==> src/rtl/mem_arb_pkg.sv <==
// Shared types and constants for the two-port memory arbiter.
// Latency: n/a (declarations only).
// Backpressure: n/a.
package mem_arb_pkg;

   typedef enum logic [1:0] {
      IDLE  = 2'd0,
      ISSUE = 2'd1,
      WAIT  = 2'd2,
      RESP  = 2'd3
   } arbState_t;

   localparam logic OWNER_A = 1'b0;
   localparam logic OWNER_B = 1'b1;

   localparam int MEM_LAT_MIN = 1;
   localparam int MEM_LAT_MAX = 4;

endpackage

==> src/rtl/mem_port_arbiter_rr_pick2.sv <==
// Two-way round-robin picker: a lone requester wins, a tie goes to the port that did not own last.
// Latency: purely combinational.
// Backpressure: none; the caller decides when a pick is taken.
module rr_pick2
   import mem_arb_pkg::*;
(
   input  logic req_a,
   input  logic req_b,
   input  logic last_owner,
   output logic valid,
   output logic winner
);

   // Pick the winner; on a tie the previous owner yields.
   always_comb begin
      valid  = req_a | req_b;
      winner = OWNER_A;
      if (req_a && req_b) begin
         winner = ~last_owner;
      end else if (req_b) begin
         winner = OWNER_B;
      end
   end

endmodule

==> src/rtl/mem_port_arbiter.sv <==
// Shares one single-ported memory between port A (CPU) and port B (DMA/display), one access at a time.
// Latency: gnt and mem_en one cycle after req is seen; read rvalid MEM_LAT+2 cycles after req is seen.
// Backpressure: requesters hold req and fields until gnt; a new pick is made only when the FSM is idle.
module mem_port_arbiter
   import mem_arb_pkg::*;
#(
   parameter int ADDR_W  = 16,
   parameter int DATA_W  = 16,
   parameter int MEM_LAT = 1
) (
   input  logic              clk,
   input  logic              reset,
   input  logic              a_req,
   input  logic              a_we,
   input  logic [ADDR_W-1:0] a_addr,
   input  logic [DATA_W-1:0] a_wdata,
   output logic              a_gnt,
   output logic              a_rvalid,
   output logic [DATA_W-1:0] a_rdata,
   input  logic              b_req,
   input  logic              b_we,
   input  logic [ADDR_W-1:0] b_addr,
   input  logic [DATA_W-1:0] b_wdata,
   output logic              b_gnt,
   output logic              b_rvalid,
   output logic [DATA_W-1:0] b_rdata,
   output logic              mem_en,
   output logic              mem_we,
   output logic [ADDR_W-1:0] mem_addr,
   output logic [DATA_W-1:0] mem_wdata,
   input  logic [DATA_W-1:0] mem_rdata
);

   // An out-of-range MEM_LAT is pulled to the nearest supported latency.
   localparam int LAT = (MEM_LAT < MEM_LAT_MIN) ? MEM_LAT_MIN :
                        (MEM_LAT > MEM_LAT_MAX) ? MEM_LAT_MAX : MEM_LAT;
   localparam logic [1:0] LAT_LOAD = 2'(LAT - 1);

   arbState_t         state;
   arbState_t         stateNext;
   logic              lastOwner;
   logic              owner;
   logic              opWe;
   logic [ADDR_W-1:0] opAddr;
   logic [DATA_W-1:0] opWdata;
   logic [1:0]        latCnt;
   logic              pickValid;
   logic              pickWinner;

   rr_pick2 uPick (
      .req_a     (a_req),
      .req_b     (b_req),
      .last_owner(lastOwner),
      .valid     (pickValid),
      .winner    (pickWinner)
   );

   // Address and write data come straight from the latched request.
   assign mem_addr  = opAddr;
   assign mem_wdata = opWdata;

   // State register.
   always_ff @(posedge clk) begin
      if (reset) begin
         state <= IDLE;
      end else begin
         state <= stateNext;
      end
   end

   // Next state plus the single-cycle grant and memory strobes, all decoded from state.
   always_comb begin
      stateNext = state;
      a_gnt     = 1'b0;
      b_gnt     = 1'b0;
      mem_en    = 1'b0;
      mem_we    = 1'b0;
      case (state)
         IDLE: begin
            if (pickValid) begin
               stateNext = ISSUE;
            end
         end
         ISSUE: begin
            mem_en = 1'b1;
            mem_we = opWe;
            a_gnt  = (owner == OWNER_A);
            b_gnt  = (owner == OWNER_B);
            if (opWe) begin
               stateNext = IDLE;
            end else begin
               stateNext = (LAT > 1) ? WAIT : RESP;
            end
         end
         WAIT: begin
            if (latCnt == 2'd1) begin
               stateNext = RESP;
            end
         end
         RESP: begin
            stateNext = IDLE;
         end
         default: begin
            stateNext = IDLE;
         end
      endcase
   end

   // Capture the winning request, remember who owned last, and count down read latency.
   always_ff @(posedge clk) begin
      if (reset) begin
         lastOwner <= OWNER_B;
         owner     <= OWNER_A;
         opWe      <= 1'b0;
         opAddr    <= '0;
         opWdata   <= '0;
         latCnt    <= 2'd0;
      end else begin
         case (state)
            IDLE: begin
               if (pickValid) begin
                  owner   <= pickWinner;
                  opWe    <= (pickWinner == OWNER_A) ? a_we    : b_we;
                  opAddr  <= (pickWinner == OWNER_A) ? a_addr  : b_addr;
                  opWdata <= (pickWinner == OWNER_A) ? a_wdata : b_wdata;
               end
            end
            ISSUE: begin
               lastOwner <= owner;
               latCnt    <= LAT_LOAD;
            end
            WAIT: begin
               latCnt <= latCnt - 2'd1;
            end
            default: begin
            end
         endcase
      end
   end

   // Return read data to the owner; the other port's rdata holds its last value.
   always_ff @(posedge clk) begin
      if (reset) begin
         a_rvalid <= 1'b0;
         b_rvalid <= 1'b0;
         a_rdata  <= '0;
         b_rdata  <= '0;
      end else begin
         a_rvalid <= (state == RESP) && (owner == OWNER_A);
         b_rvalid <= (state == RESP) && (owner == OWNER_B);
         if (state == RESP && owner == OWNER_A) begin
            a_rdata <= mem_rdata;
         end
         if (state == RESP && owner == OWNER_B) begin
            b_rdata <= mem_rdata;
         end
      end
   end

endmodule

==> config.mk <==
export PLATFORM = sky130hd
export DESIGN_NAME = mem_port_arbiter
export DESIGN_NICKNAME = d
export VERILOG_FILES = /design/src/rtl/mem_arb_pkg.sv /design/src/rtl/mem_port_arbiter_rr_pick2.sv /design/src/rtl/mem_port_arbiter.sv
export SDC_FILE = /design/constraint.sdc
export NUM_CORES = 1
export LEC_CHECK = 0
export ABC_AREA = 1
export ABC_CLOCK_PERIOD_IN_PS = 1910
export CORE_ASPECT_RATIO = 0.75
export CORE_MARGIN = 2
export CORE_UTILIZATION = 35
export CTS_CLUSTER_DIAMETER = 200
export CTS_CLUSTER_SIZE = 20
export DETAILED_ROUTE_END_ITERATION = 10
export GPL_TIMING_DRIVEN = 1
export PLACE_DENSITY = 0.72
export SETUP_SLACK_MARGIN = 0.5
export SYNTH_ARGS = -nofsm -noshare
export SYNTH_HDL_FRONTEND = slang
export SYNTH_SLANG_ARGS = --single-unit
==> constraint.sdc <==
create_clock -name clk -period 1.91 [get_ports clk]
set_clock_uncertainty 0.2 [all_clocks]
set_input_delay 0.2865 -clock clk [delete_from_list [all_inputs] [get_ports clk]]
set_output_delay 0.2865 -clock clk [all_outputs]
set_load 0.01 [all_outputs]
==> run_1/m2.png <==
Scale: 4 px per µm.
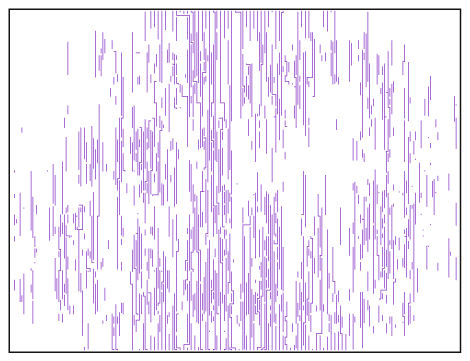
The longest straight run is 37.3 µm. The layer holds 49% of the routed length. The wires run mostly vertical.
global routing usage on met2: 36.7%
total vias in the final route: 3470
WL final: 10.7 mm

==> run_1/placed.png <==
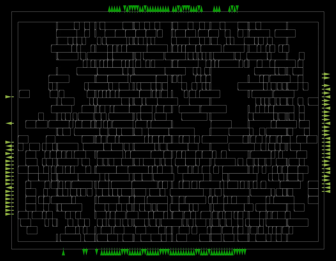
Tap Cells: 108
post-route non-filler standard cell count: 700
placeable core region: 8530 µm²
Cell Rows: 29

==> flow_summary.yaml, run 1 <==
# implementation run metrics
outcome:
  outcome: "finished clean"
power_and_ir_drop:
  powerDensity_nw_per_um2: 943
  power.switching_fraction_pct: 29.2
  power.group.top: "sequential cells"
  powerComb_w: 0.00146
  ir_drop_mv: 0.396
  internal-power_w: 0.00347
  p_switching_w: 0.00143
  power_clock_w: 0.00163
  share_comb_of_total_power_pct: 29.7
clocking:
  cts_tree: "done"
  cts.htree.levels: 3
  clk_latency_ns: 0.33
  cts-root-buf: "sky130_fd_sc_hd__clkbuf_16"
  post_cts_resize_count: 172
  count_of_hold_buffers_inserted_by_post_cts_repair: 0
  cts.repair_timing.setup_buffer_count: 10
floorplan:
  die.size.y_um: 85.3
  floorplan.die_area_um2: 9600
  fp_util_pct: 36.2
min_path:
  min_to: "b_rdata[14]"
  min-delay-path-class: "flip-flop to flip-flop"
  min-delay-start: "b_rdata[14]"
  timing.hold.worst_path_depth: 2
route:
  postRouteAntennaNets: 0
  post-route-drc-count: 0
  routed-wl-met2_mm: 5.27
  detailedRoute.firstIterationViolations: 194
  met3_length_um: 676
  top_metal_layer_carrying_routed_signals: "met4"
  avgRoutedWirePerCell_um: 15.3
  drtPass1Iterations: 4
logic_synthesis:
  synth.top_cells.by_count: "sky130_fd_sc_hd__nor2_1, sky130_fd_sc_hd__dfxtp_1, sky130_fd_sc_hd__o21ai_0"
  yosys.area.top_type_share_pct: 47.3
  synthDominantAreaCellType: "sky130_fd_sc_hd__dfxtp_1"
  topCellsByArea: "sky130_fd_sc_hd__dfxtp_1, sky130_fd_sc_hd__nor2_1, sky130_fd_sc_hd__o21ai_0"
  synth.cellmix.simpleShare_pct: 31.8
  netlist_logic_family_top: "simple AND/OR/NAND/NOR gates"
  edf_count: 0
  synthDistinctLibCells: 18
  syn_inst: 418
  synth-adder-area-share_pct: 2.43
  muxShareOfSynthArea_pct: 0
  yosys_register_bits: 73
  synth.cell_area_um2: 3090
  leading_register_cell_type_out_of_synthesis: "sky130_fd_sc_hd__dfxtp_1"
timing:
  slew_headroom_pct: 73.8
  timing.fmax_ghz: 0.598
  tns_ns: 0
  worstMarginPinSlew_ns: 0.393
  setup_viol: 0
  finalHoldWorstSlack_ns: 0.287
  final_hold_viol_count: 0
  period_used_pct: 87.5
  post-route-worst-setup-slack_ns: 0.239
  unrepaired_setup_endpoints_after_global_routing: "yes"
setup_path:
  cp_cell_sequence: "inv_4 -> ha_4 -> inv_2 -> nor2_2 -> buf_2"
  critical_path_peak_fanout: 4
  critical-path-top-delay-family: "flip-flops"
  r2r-end: "mem_wdata[2]"
  timing.critical_path.to: "a_gnt"
  crit_cells: 5
  slowest_delay_ns: 0.35
  worstPathArrival_ns: 1.18
  reg2regPathDepth: 9
placed_design:
  total_placed_instance_area_um2: 4810
  preCtsSetupSlack_ns: 0.0111
  globalplace.congestion: 0.776
global_route:
  grt_max_degree: 68
  globalRoute.totalOverflow: 0
  grt-busiest-layer: "met2"
  groute.usage.overall_pct: 21.5
  groute.layer.met1.usage_pct: 27.1
  grt_antenna_before_repair: 0
  grt_pass1_vias: 3444
  use_met3_pct: 5.50
  wire_length_of_the_first_global_routing_pass_mm: 16.6
finish:
  final_cell_mix: "sky130_fd_sc_hd__nor2_1, sky130_fd_sc_hd__clkdlybuf4s50_1, sky130_fd_sc_hd__dfxtp_1"
  fin_nets: 680
  layout_top_cell_excl_fill_tap: "sky130_fd_sc_hd__nor2_1"
  final.signal_inverter_count: 15
  area.share.sequential_pct: 28.3
  num_antenna_cells: 0
  logic_gate_count: 302
  largest_cell_class_by_area: "buffers"
  clock_area_share_pct: 5.49
  stdcell_area_um2: 5190
  sh_comb_area_pct: 29.5
  clock_buffers: 9
  nNonClkBuffers: 187
  layout-drive-gt1-share_pct: 24.5
  signal_buffer_area_fraction_pct: 32.9
  utilization_pct: 60.9
  layout.filler_cells: 762
  syn2layout_area_growth_pct: 68.2
  multiInputGateArea_um2: 1530
  seq_cell_count: 73
job:
  max_cap_violations: 0
  log.warning_count: 33
==> run_1/port_trees.png <==
Scale: 4 px per µm.
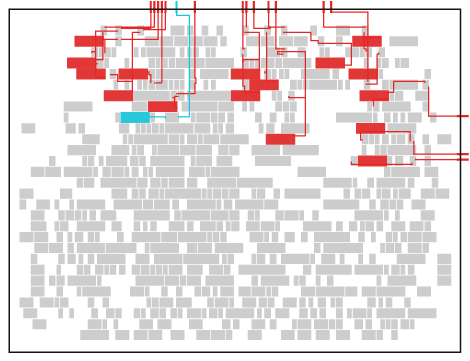
a_rdata: shown in red, bits 16, direction output, edge 13 top, 3 right, end cells 16, buffers 16, wire 476 µm. a_rvalid: shown in cyan, bits 1, direction output, edge top, end cells 1, buffers 1, wire 37.2 µm.
IO buf count: 155
total I/O pin count: 156

==> run_1/class_map.png <==
Scale: 2 px per µm.
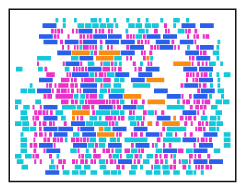
registers: shown in blue, cells 73. clock drivers and dummy loads: shown in orange, cells 15. remaining logic cells: shown in magenta, cells 317. remaining buffers and delay cells: shown in cyan, cells 187.

==> inputs of run 2 (changes only) <==
==> constraint.sdc (replaced) <==
create_clock -name clk -period 1.91 [get_ports clk]
set_clock_uncertainty 0.2 [all_clocks]
set_input_delay 0.4775 -clock clk [delete_from_list [all_inputs] [get_ports clk]]
set_output_delay 0.4775 -clock clk [all_outputs]
set_load 0.01 [all_outputs]
==> run_2/clock_wires.png <==
Scale: 2 px per µm.
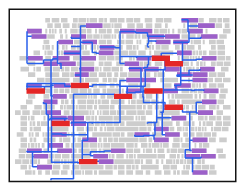
clock-net drivers: shown in red, count 9. flip-flops: shown in purple, count 73. clock wires: shown in blue, length 1000 µm.
Position of the flops: widely spread.

==> run 2 against run 1 <==
  * Clock-buffer cell count is the same
  * Largest power group is now combinational cells
  * Via count is 18% higher
  * Routed wire length is 36% higher
  * Core utilization grew 20 points
  * Cell count up 9.7%
  * Synthesized cell count did not move
  * Sequential share of layout area fell by 5.5 points
  * Die size unchanged
  * Combinational power rose by about 70%
  * Worst setup slack lost 0.22 ns
  * Sequential cell count stayed put
  * First-iteration DRC count is 74% higher
==> flow_summary.yaml, run 2 <==
# implementation run metrics
finish:
  clock_area_share_pct: 4.62
  layout-drive-gt1-share_pct: 55.3
  seqCellArea_um2: 1580
  num_antenna_cells: 0
  fin_nets: 747
  syn2layout_area_growth_pct: 124
  sh_comb_area_pct: 28.0
  final.signal_inverter_count: 16
  final_cell_mix: "sky130_fd_sc_hd__buf_6, sky130_fd_sc_hd__clkdlybuf4s50_1, sky130_fd_sc_hd__nor2_1"
  signal_buffer_area_fraction_pct: 41.4
  multiInputGateArea_um2: 1940
  logic_gate_count: 302
  layout_top_cell_excl_fill_tap: "sky130_fd_sc_hd__buf_6"
  clock_buffers: 9
  largest_cell_class_by_area: "buffers"
  nNonClkBuffers: 253
  stdcell_area_um2: 6930
setup_path:
  required_ns: 1.93
  end_kind: "flip-flop"
  r2r-end: "mem_addr[15]"
  slowest_delay_ns: 0.35
  setup.worst_path.start_class: "flip-flop"
  critical-path-top-delay-family: "buffers and inverters"
  cp_cell_sequence: "inv_4 -> buf_6 -> buf_6 -> ha_4 -> inv_4 -> nor2_4 -> buf_12 -> buf_12 -> buf_16 -> o21ai_1 -> nor2_1"
  setup.worst_path.class: "flip-flop to flip-flop"
  timing.critical_path.to: "mem_addr[15]"
  crit_cells: 11
  critical_path_peak_fanout: 6
  reg2regPathDepth: 11
  worstPathArrival_ns: 1.91
  setup.reg_to_reg.worst_slack_ns: 0.02
global_route:
  grt-busiest-layer: "met2"
  wire_length_of_the_first_global_routing_pass_mm: 19.4
  grt_use_met2_pct: 42.0
  grt_antenna_before_repair: 0
  grt_pass1_vias: 3784
  use_met3_pct: 6.36
  groute.layer.met1.usage_pct: 31.4
  globalRoute.totalOverflow: 0
  groute.usage.overall_pct: 25.3
  grt_max_degree: 36
route:
  drtPass1Iterations: 5
  avgRoutedWirePerCell_um: 19.0
  wirelength_met1_mm: 5.75
  wirelength_mm: 14.6
  vias: 4083
  routed-wl-met2_mm: 7.18
  vias_per_cell: 5.32
  top_metal_layer_carrying_routed_signals: "met4"
  postRouteAntennaNets: 0
  detailedRoute.firstIterationViolations: 337
  post-route-drc-count: 0
  met3_length_mm: 1.05
power_and_ir_drop:
  power.group.top: "combinational cells"
  internal-power_w: 0.00434
  pg_seq_w: 0.00187
  powerDensity_nw_per_um2: 893
  leakage_nw: 3.07
  share_clk_of_total_power_pct: 29.6
  power_clock_w: 0.00183
  powerComb_w: 0.00248
  share_comb_of_total_power_pct: 40.1
  power.switching_fraction_pct: 29.9
  p_switching_w: 0.00185
  ir_drop_mv: 0.732
  p_total_w: 0.00618
timing:
  slew_headroom_pct: 80.2
  timing.fmax_ghz: 0.529
  period_used_pct: 99.0
  tns_ns: 0
  final_hold_viol_count: 0
  unrepaired_setup_endpoints_after_global_routing: "yes"
  worstMarginPinSlew_ns: 0.296
  setup_viol: 0
  finalHoldWorstSlack_ns: 0.298
  post-route-worst-setup-slack_ns: 0.0196
  timing.final.max_slew_violations: 0
clocking:
  cts.htree.levels: 3
  post_cts_resize_count: 532
  cts.repair_timing.setup_buffer_count: 18
  clkSinkCount: 73
  clock_tree.buffer_depth: 2
  cts-root-buf: "sky130_fd_sc_hd__clkbuf_16"
  cts_inserted_buffers: 9
  cts_tree: "done"
  clk_latency_ns: 0.34
  count_of_hold_buffers_inserted_by_post_cts_repair: 0
placed_design:
  io_buf_count: 155
  preCtsSetupSlack_ns: -0.141
  place_hpwl_mm: 6.85
  placed_cells_incl_taps: 678
  globalplace.congestion: 0.812
  total_placed_instance_area_um2: 4910
min_path:
  min_to: "b_rdata[5]"
  timing.hold.worst_path_depth: 2
  min-delay-start: "b_rdata[5]"
  min-delay-path-class: "flip-flop to flip-flop"
logic_synthesis:
  synthDominantAreaCellType: "sky130_fd_sc_hd__dfxtp_1"
  synth-adder-area-share_pct: 2.43
  synth.cell_area_um2: 3090
  yosys-stat-area_um2: 3090
  netlist_logic_family_top: "simple AND/OR/NAND/NOR gates"
  topCellsByArea: "sky130_fd_sc_hd__dfxtp_1, sky130_fd_sc_hd__nor2_1, sky130_fd_sc_hd__o21ai_0"
  edf_count: 0
  muxShareOfSynthArea_pct: 0
  leading_register_cell_type_out_of_synthesis: "sky130_fd_sc_hd__dfxtp_1"
  postSynth.asyncResetShare_pct: 0
  yosys.area.top_type_share_pct: 47.3
  synthDistinctLibCells: 18
  synth.top_cells.by_count: "sky130_fd_sc_hd__nor2_1, sky130_fd_sc_hd__dfxtp_1, sky130_fd_sc_hd__o21ai_0"
  synth.cellmix.simpleShare_pct: 31.8
  aoi_share_pct: 12.1
  yosys_register_bits: 73
  synth-cells-yosys: 418
  syn_inst: 418
  syn-mean-instance-area_um2: 7.39
floorplan:
  num_io_pins: 156
  placeableCoreArea_um2: 8530
  tap_cells: 108
  die.size.y_um: 85.3
  num_rows: 29
  fp_util_pct: 36.2
  floorplan.die_area_um2: 9600
job:
  log.warning_count: 33
  max_cap_violations: 0
outcome:
  outcome: "finished clean"
==> run_2/placed.png <==
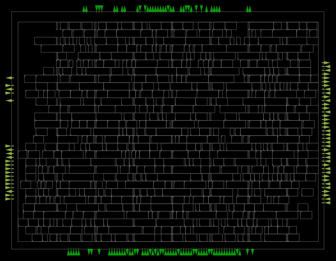
final core occ: 81.2%
post-route non-filler standard cell count: 768
flop share of the area: 22.8%
Layout fillers: 490
number of sequential storage elements: 73

Power is estimated from default activity; no workload was simulated.
